`src/rtl/pc_hazard_ctrl.sv`:
```
//==============================================================================
// Module   : pc_hazard_ctrl
// Brief    : Fetch-stage sequencing: PC advance/hold/redirect, pipeline
//            stall/flush controls, stall/flush counters, dmem timeout flag.
// Revision : 1.0 - initial release
//==============================================================================
`default_nettype none

module pc_hazard_ctrl #(
  parameter int TIMEOUT = 64,
  parameter int CNT_W   = 16
) (
  input  logic             clk,
  input  logic             reset,
  input  logic [4:0]       id_rs1,
  input  logic [4:0]       id_rs2,
  input  logic             id_use_rs1,
  input  logic             id_use_rs2,
  input  logic             ex_mem_read,
  input  logic [4:0]       ex_rd,
  input  logic             ex_branch,
  input  logic             ex_eq,
  input  logic             ex_jump,
  input  logic             imem_ready,
  input  logic             dmem_busy,
  output logic             pc_write,
  output logic             beq_pc_sel,
  output logic             jump_pc_sel,
  output logic             if_id_write,
  output logic             if_id_flush,
  output logic             id_ex_bubble,
  output logic [1:0]       state,
  output logic [CNT_W-1:0] stall_cnt,
  output logic [CNT_W-1:0] flush_cnt,
  output logic             mem_timeout
);

  localparam int          c_WAIT_W  = 16;
  localparam logic [c_WAIT_W-1:0] c_WAIT_LIM = c_WAIT_W'(TIMEOUT - 1);

  typedef enum logic [1:0] {
    ST_RUN        = 2'd0,
    ST_LU_STALL   = 2'd1,
    ST_MEM_WAIT   = 2'd2,
    ST_FETCH_WAIT = 2'd3
  } state_t;

  state_t              r_state;
  state_t              w_next;
  logic [CNT_W-1:0]    r_stall_cnt;
  logic [CNT_W-1:0]    r_flush_cnt;
  logic [c_WAIT_W-1:0] r_wait;
  logic                r_timeout;

  logic w_beq_take;
  logic w_redirect;
  logic w_load_use;
  logic w_stall_evt;
  logic w_flush_evt;

  assign w_beq_take = ex_branch & ex_eq;
  assign w_redirect = w_beq_take | ex_jump;
  assign w_load_use = ex_mem_read & (ex_rd != 5'd0) &
                      ((id_use_rs1 & (id_rs1 == ex_rd)) |
                       (id_use_rs2 & (id_rs2 == ex_rd)));

  // A frozen pipeline outranks everything; a redirect outranks fetch/hazard stalls.
  assign w_stall_evt = dmem_busy | (~w_redirect & (w_load_use | ~imem_ready));
  assign w_flush_evt = ~dmem_busy & w_redirect;

  always_comb begin
    pc_write     = 1'b0;
    beq_pc_sel   = 1'b0;
    jump_pc_sel  = 1'b0;
    if_id_write  = 1'b0;
    if_id_flush  = 1'b0;
    id_ex_bubble = 1'b0;
    w_next       = ST_RUN;
    if (reset) begin
      w_next = ST_RUN;
    end else if (dmem_busy) begin
      w_next = ST_MEM_WAIT;
    end else if (w_redirect) begin
      pc_write     = 1'b1;
      beq_pc_sel   = w_beq_take;
      jump_pc_sel  = ex_jump & ~w_beq_take;
      if_id_write  = 1'b1;
      if_id_flush  = 1'b1;
      id_ex_bubble = 1'b1;
      w_next       = ST_RUN;
    end else if (w_load_use) begin
      id_ex_bubble = 1'b1;
      w_next       = ST_LU_STALL;
    end else if (!imem_ready) begin
      w_next = ST_FETCH_WAIT;
    end else begin
      pc_write    = 1'b1;
      if_id_write = 1'b1;
      w_next      = ST_RUN;
    end
  end

  always_ff @(posedge clk) begin
    if (reset) begin
      r_state     <= ST_RUN;
      r_stall_cnt <= '0;
      r_flush_cnt <= '0;
      r_wait      <= '0;
      r_timeout   <= 1'b0;
    end else begin
      r_state <= w_next;
      if (w_stall_evt && (r_stall_cnt != '1))
        r_stall_cnt <= r_stall_cnt + 1'b1;
      if (w_flush_evt && (r_flush_cnt != '1))
        r_flush_cnt <= r_flush_cnt + 1'b1;
      // Wait counter parks at the limit so a long busy period cannot wrap it.
      if (!dmem_busy)
        r_wait <= '0;
      else if (r_wait != c_WAIT_LIM)
        r_wait <= r_wait + 1'b1;
      if (dmem_busy && (r_wait == c_WAIT_LIM))
        r_timeout <= 1'b1;
    end
  end

  assign state       = r_state;
  assign stall_cnt   = r_stall_cnt;
  assign flush_cnt   = r_flush_cnt;
  assign mem_timeout = r_timeout;

endmodule

`default_nettype wire

```
`config.mk`:
```
export PLATFORM = sky130hd
export DESIGN_NAME = pc_hazard_ctrl
export DESIGN_NICKNAME = d
export VERILOG_FILES = /design/src/rtl/pc_hazard_ctrl.sv
export SDC_FILE = /design/constraint.sdc
export NUM_CORES = 1
export LEC_CHECK = 0
export CAP_MARGIN = 40
export CELL_PAD_IN_SITES_DETAIL_PLACEMENT = 1
export CELL_PAD_IN_SITES_GLOBAL_PLACEMENT = 1
export CORE_MARGIN = 2
export CORE_UTILIZATION = 35
export CTS_BUF_LIST = sky130_fd_sc_hd__clkbuf_4 sky130_fd_sc_hd__clkbuf_8 sky130_fd_sc_hd__clkbuf_16
export CTS_CLUSTER_SIZE = 20
export DETAILED_ROUTE_END_ITERATION = 8
export GPL_TIMING_DRIVEN = 0
export PLACE_DENSITY = 0.85
export SYNTH_ARGS = -nofsm -noshare
export SYNTH_HDL_FRONTEND = slang
export SYNTH_SLANG_ARGS = --single-unit
```
`constraint.sdc`:
```
create_clock -name clk -period 2.3 [get_ports clk]
set_input_delay 0.345 -clock clk [delete_from_list [all_inputs] [get_ports clk]]
set_output_delay 0.345 -clock clk [all_outputs]
set_load 0.05 [all_outputs]
```
Routed clock nets over the placement:
Bar = 20 um.
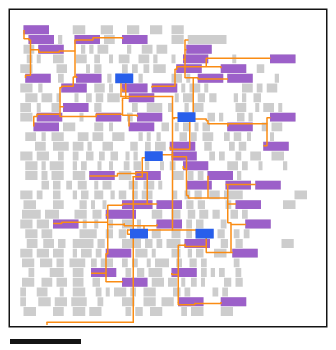
[purple] flip-flops | count: 51
[orange] clock wires | length: 639 um
[blue] clock-net drivers | count: 5
flops lie	all over the die
routed clock nets	6
Latency at later pin: 310 ps
clock group power: 0.635 mW
clock power share: 35.5%

Layout detail:
Region (24, 24) to (64, 64) um. Cells in grey, sequential cells in the stronger grey; small squares are vias.
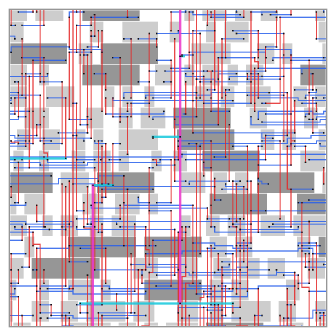
colour	layer
cyan	M3
blue	M1
red	M2
magenta	M4
netlist names of flops here include	r_wait (6), stall_cnt (6), flush_cnt (2)
sequential cells in the window	16
most frequent	dfxtp_1 (14), nor2_1 (10)
cells with their middle in the window	118

The clock network:
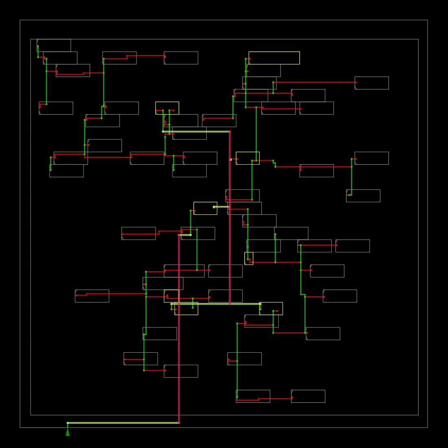
TritonCTS buffer count: 5
final sequential cell count: 51

The metal 3 layer:
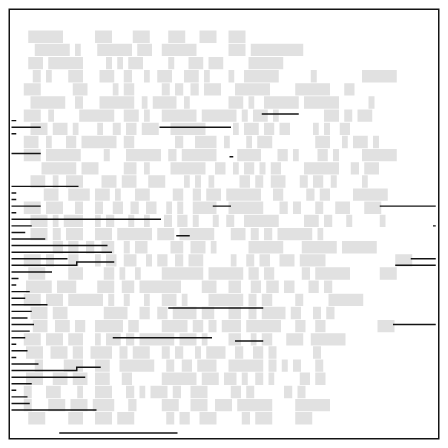
nets with wire on the layer	49
main direction	horizontal
wire length on this layer	393 um
longest straight run	30.6 um
share of all routed wire	5.6%
drt total wl: 7.01 mm
via count: 2422
GRT met3 Usage: 5.13%

==> deck_impl_summary.md <==
Run Summary

Critical path
  • Setup Crit Path Kind: in2reg
  • Critical path arrival: between 2000 and 2500 ps
  • Slowest-stage cell, CP: clkdlybuf4s50_1
  • CP Buf/Inv Count: 3
  • Cell chain of the critical path: clkdlybuf4s50_1 > xnor2_1 > nand4_1 > o22ai_2 > and4bb_4 > nor2_4 > buf_6 > buf_4 > or3_1 > a21oi_1
  • CP Max Fanout: 5
  • Crit path capture type: register
  • Startpoint Class: input pin

Yosys
  • Synthesis area per yosys: about 0.0025 mm^2
  • Yosys top cell area share: about two fifths
  • Post-synth EDFFs: 0
  • Synth area leaders: dfxtp_1 41%, xor2_1 7.0%, xnor2_1 6.3%
  • Yosys top cell by instances: dfxtp_1
  • Synthesized registers: just over 50
  • Post-synthesis area per instance: between 8 and 9 um^2
  • Library cells used by synthesis: ~40
  • Syn_nets: roughly 330
  • Mapped cell area: about 0.0025 mm^2
  • Syn Inst Count: 299
  • Synth warnings: 0
  • Post-synth seq share: around 41%

Layout
  • Nets: ~400
  • Ratio of cells with drive above 1 in the final layout: between 9 and 10%
  • Fillers: between 800 and 900

Timing
  • Fmax: roughly 450 MHz
  • Crit path time final: approximately 2200 ps
  • Final Hold Viols: 0
  • Final period util: ~97%
  • Slew HR: between 60 and 70%
  • Worst-Margin Slew: 518 ps
  • Setup TNS: 0 ps
  • Skew final: 6.46 ps
  • Final slew viol count: 0

Placed design
  • Post-Place Cells: roughly 460
  • Port Buffer Count: between 60 and 70
  • Area post-placement: 0.00327 mm^2
  • Placer Congestion: ~0.80

Die
  • Core area: slightly below 0.007 mm^2
  • Die Area: slightly below 0.008 mm^2
  • Top-Level Pins: ~66
  • Row count: 30
  • Die Wd: around 88 um

CTS
  • Sink Count: 51
  • TritonCTS clock tree: done
  • Root buffer cell: clkbuf_8
  • Hold_buf cts: 0
  • Htree depth: 2
  • Clock transition at path regs: 100 ps

Run
  • Number of max-cap violations: 0

Route
  • Post-route ant nets: 0
  • DR WL/cell: about 15 um
  • DRC: 0
  • Number of vias per cell: 5.14
  • Drt initial violations: between 100 and 150
  • DR pass1 iterations: 4

Power and ir drop
  • Maximum vdd drop: approximately 0.23 mV
  • Lkg Pwr: about 1.2 nW

Global route
  • Gr ovfl total: 0
  • Number of global-route vias before repair: between 2000 and 2500
  • All-Layer GR Usage: between 10% and 20%
  • Largest net degree at the start of global routing: 17
  • First-pass GRT wire length: about 12 mm

Hold path
  • Worst hold path class: reg2reg

Outcome
  • Status: complete, no violations
through the flow:
stage | power, mW | hold WS [ps] | setup WS [ps]
floorplan | 1.06 | 449 | -54.5
global placement | 1.16 | 461 | -890
detailed placement | 1.16 | 480 | -928
CTS | 1.79 | 493 | -45.9
global route | 1.86 | 523 | -21.5
finish | 1.79 | 492 | 60.3
area by class of cell:
type                            instances  area, um^2  share of cell area [%]
Sequential cell                        51        1030                    30.0
Clock buffer                            5        68.8                    2.01
Inverter                                4        15.0                   0.439
Clock inverter                          3        43.8                    1.28
Multi-Input combinational cell        233        1430                    41.7
Buffer                                 10        57.6                    1.68
Timing Repair Buffer                   69         661                    19.3
Tap cell                               96         120                    3.51
sequential cells by signal, indices dropped and copies added (netlist names):
register	flops
r_wait	16
mem_timeout	1
stall_cnt	16
state	2
flush_cnt	16
path summary, 6_finish.rpt:
kind,start,slack (ps),end,depth (start not counted)
min reg2reg,r_wait[1],490,r_wait[1],2
max reg2reg,stall_cnt[12],100,stall_cnt[1],8
min,r_wait[1],490,r_wait[1],2
max,id_rs1[2],60,stall_cnt[14],10
cell usage in the layout (no fill, tap or decap), drive strengths merged, types with 2 or more instances in the layout:
cell type	count
or4	4
nand3	18
dlygate4sd2	3
clkdlybuf4s50	53
or3	12
clkinv	2
o21ai	16
nor2b	2
nor3	6
buf	11
mux2i	2
nand2	23
ha	3
and2	4
or2	2
inv	4
a21boi	2
nand4	12
dfxtp	51
clkbuf	16
xor2	20
nor4	2
nand2b	3
o21a	2
xnor2	18
and3	13
a21oi	19
and4	4
nor2	40
power by group:
part           internal [mW]  switching [mW]
Sequential             0.895          0.0122
Combinational          0.108           0.138
Clock                  0.324           0.311
Total                   1.33           0.461
kinds of logic after synthesis:
logic type | share of synthesized area, %
xor gates and xnor gates | 13.3
AOI/OAI and AO/OA | 9.51
and+or+nand+nor | 30.8
DFF | 40.9
adders and majority gates | 1.50
muxes | 0.801
buffers and inverters | 3.15
worst register-to-register path, delay by kind of cell, from the launching register on:
family	cells	cell delay (ps)
flops	1	450
mux	1	220
simple gates	5	1170
buf+inv	2	270
what timing repair did:
action | 4_1_cts | 5_1_grt
buffers inserted | 0 | 5
gates resized | 32 | 15
pin swaps | 1 | 6
endpoints found under the setup margin | 6 | 6
endpoints found under the hold margin | 0 | 0
cloned | 0 | 0
metal layers:
| layer | vias to the layer above | track usage (%) | share of wire, % |
|---|---|---|---|
| met5 | - | 0 | 0 |
| li1 | 1190 | - | - |
| met3 | 6 | 5.13 | 5.6 |
| met1 | 1169 | 24.0 | 45 |
| met4 | 0 | 5.65 | 1.1 |
| met2 | 57 | 31.9 | 48 |
Power is estimated from default activity; no workload was simulated.
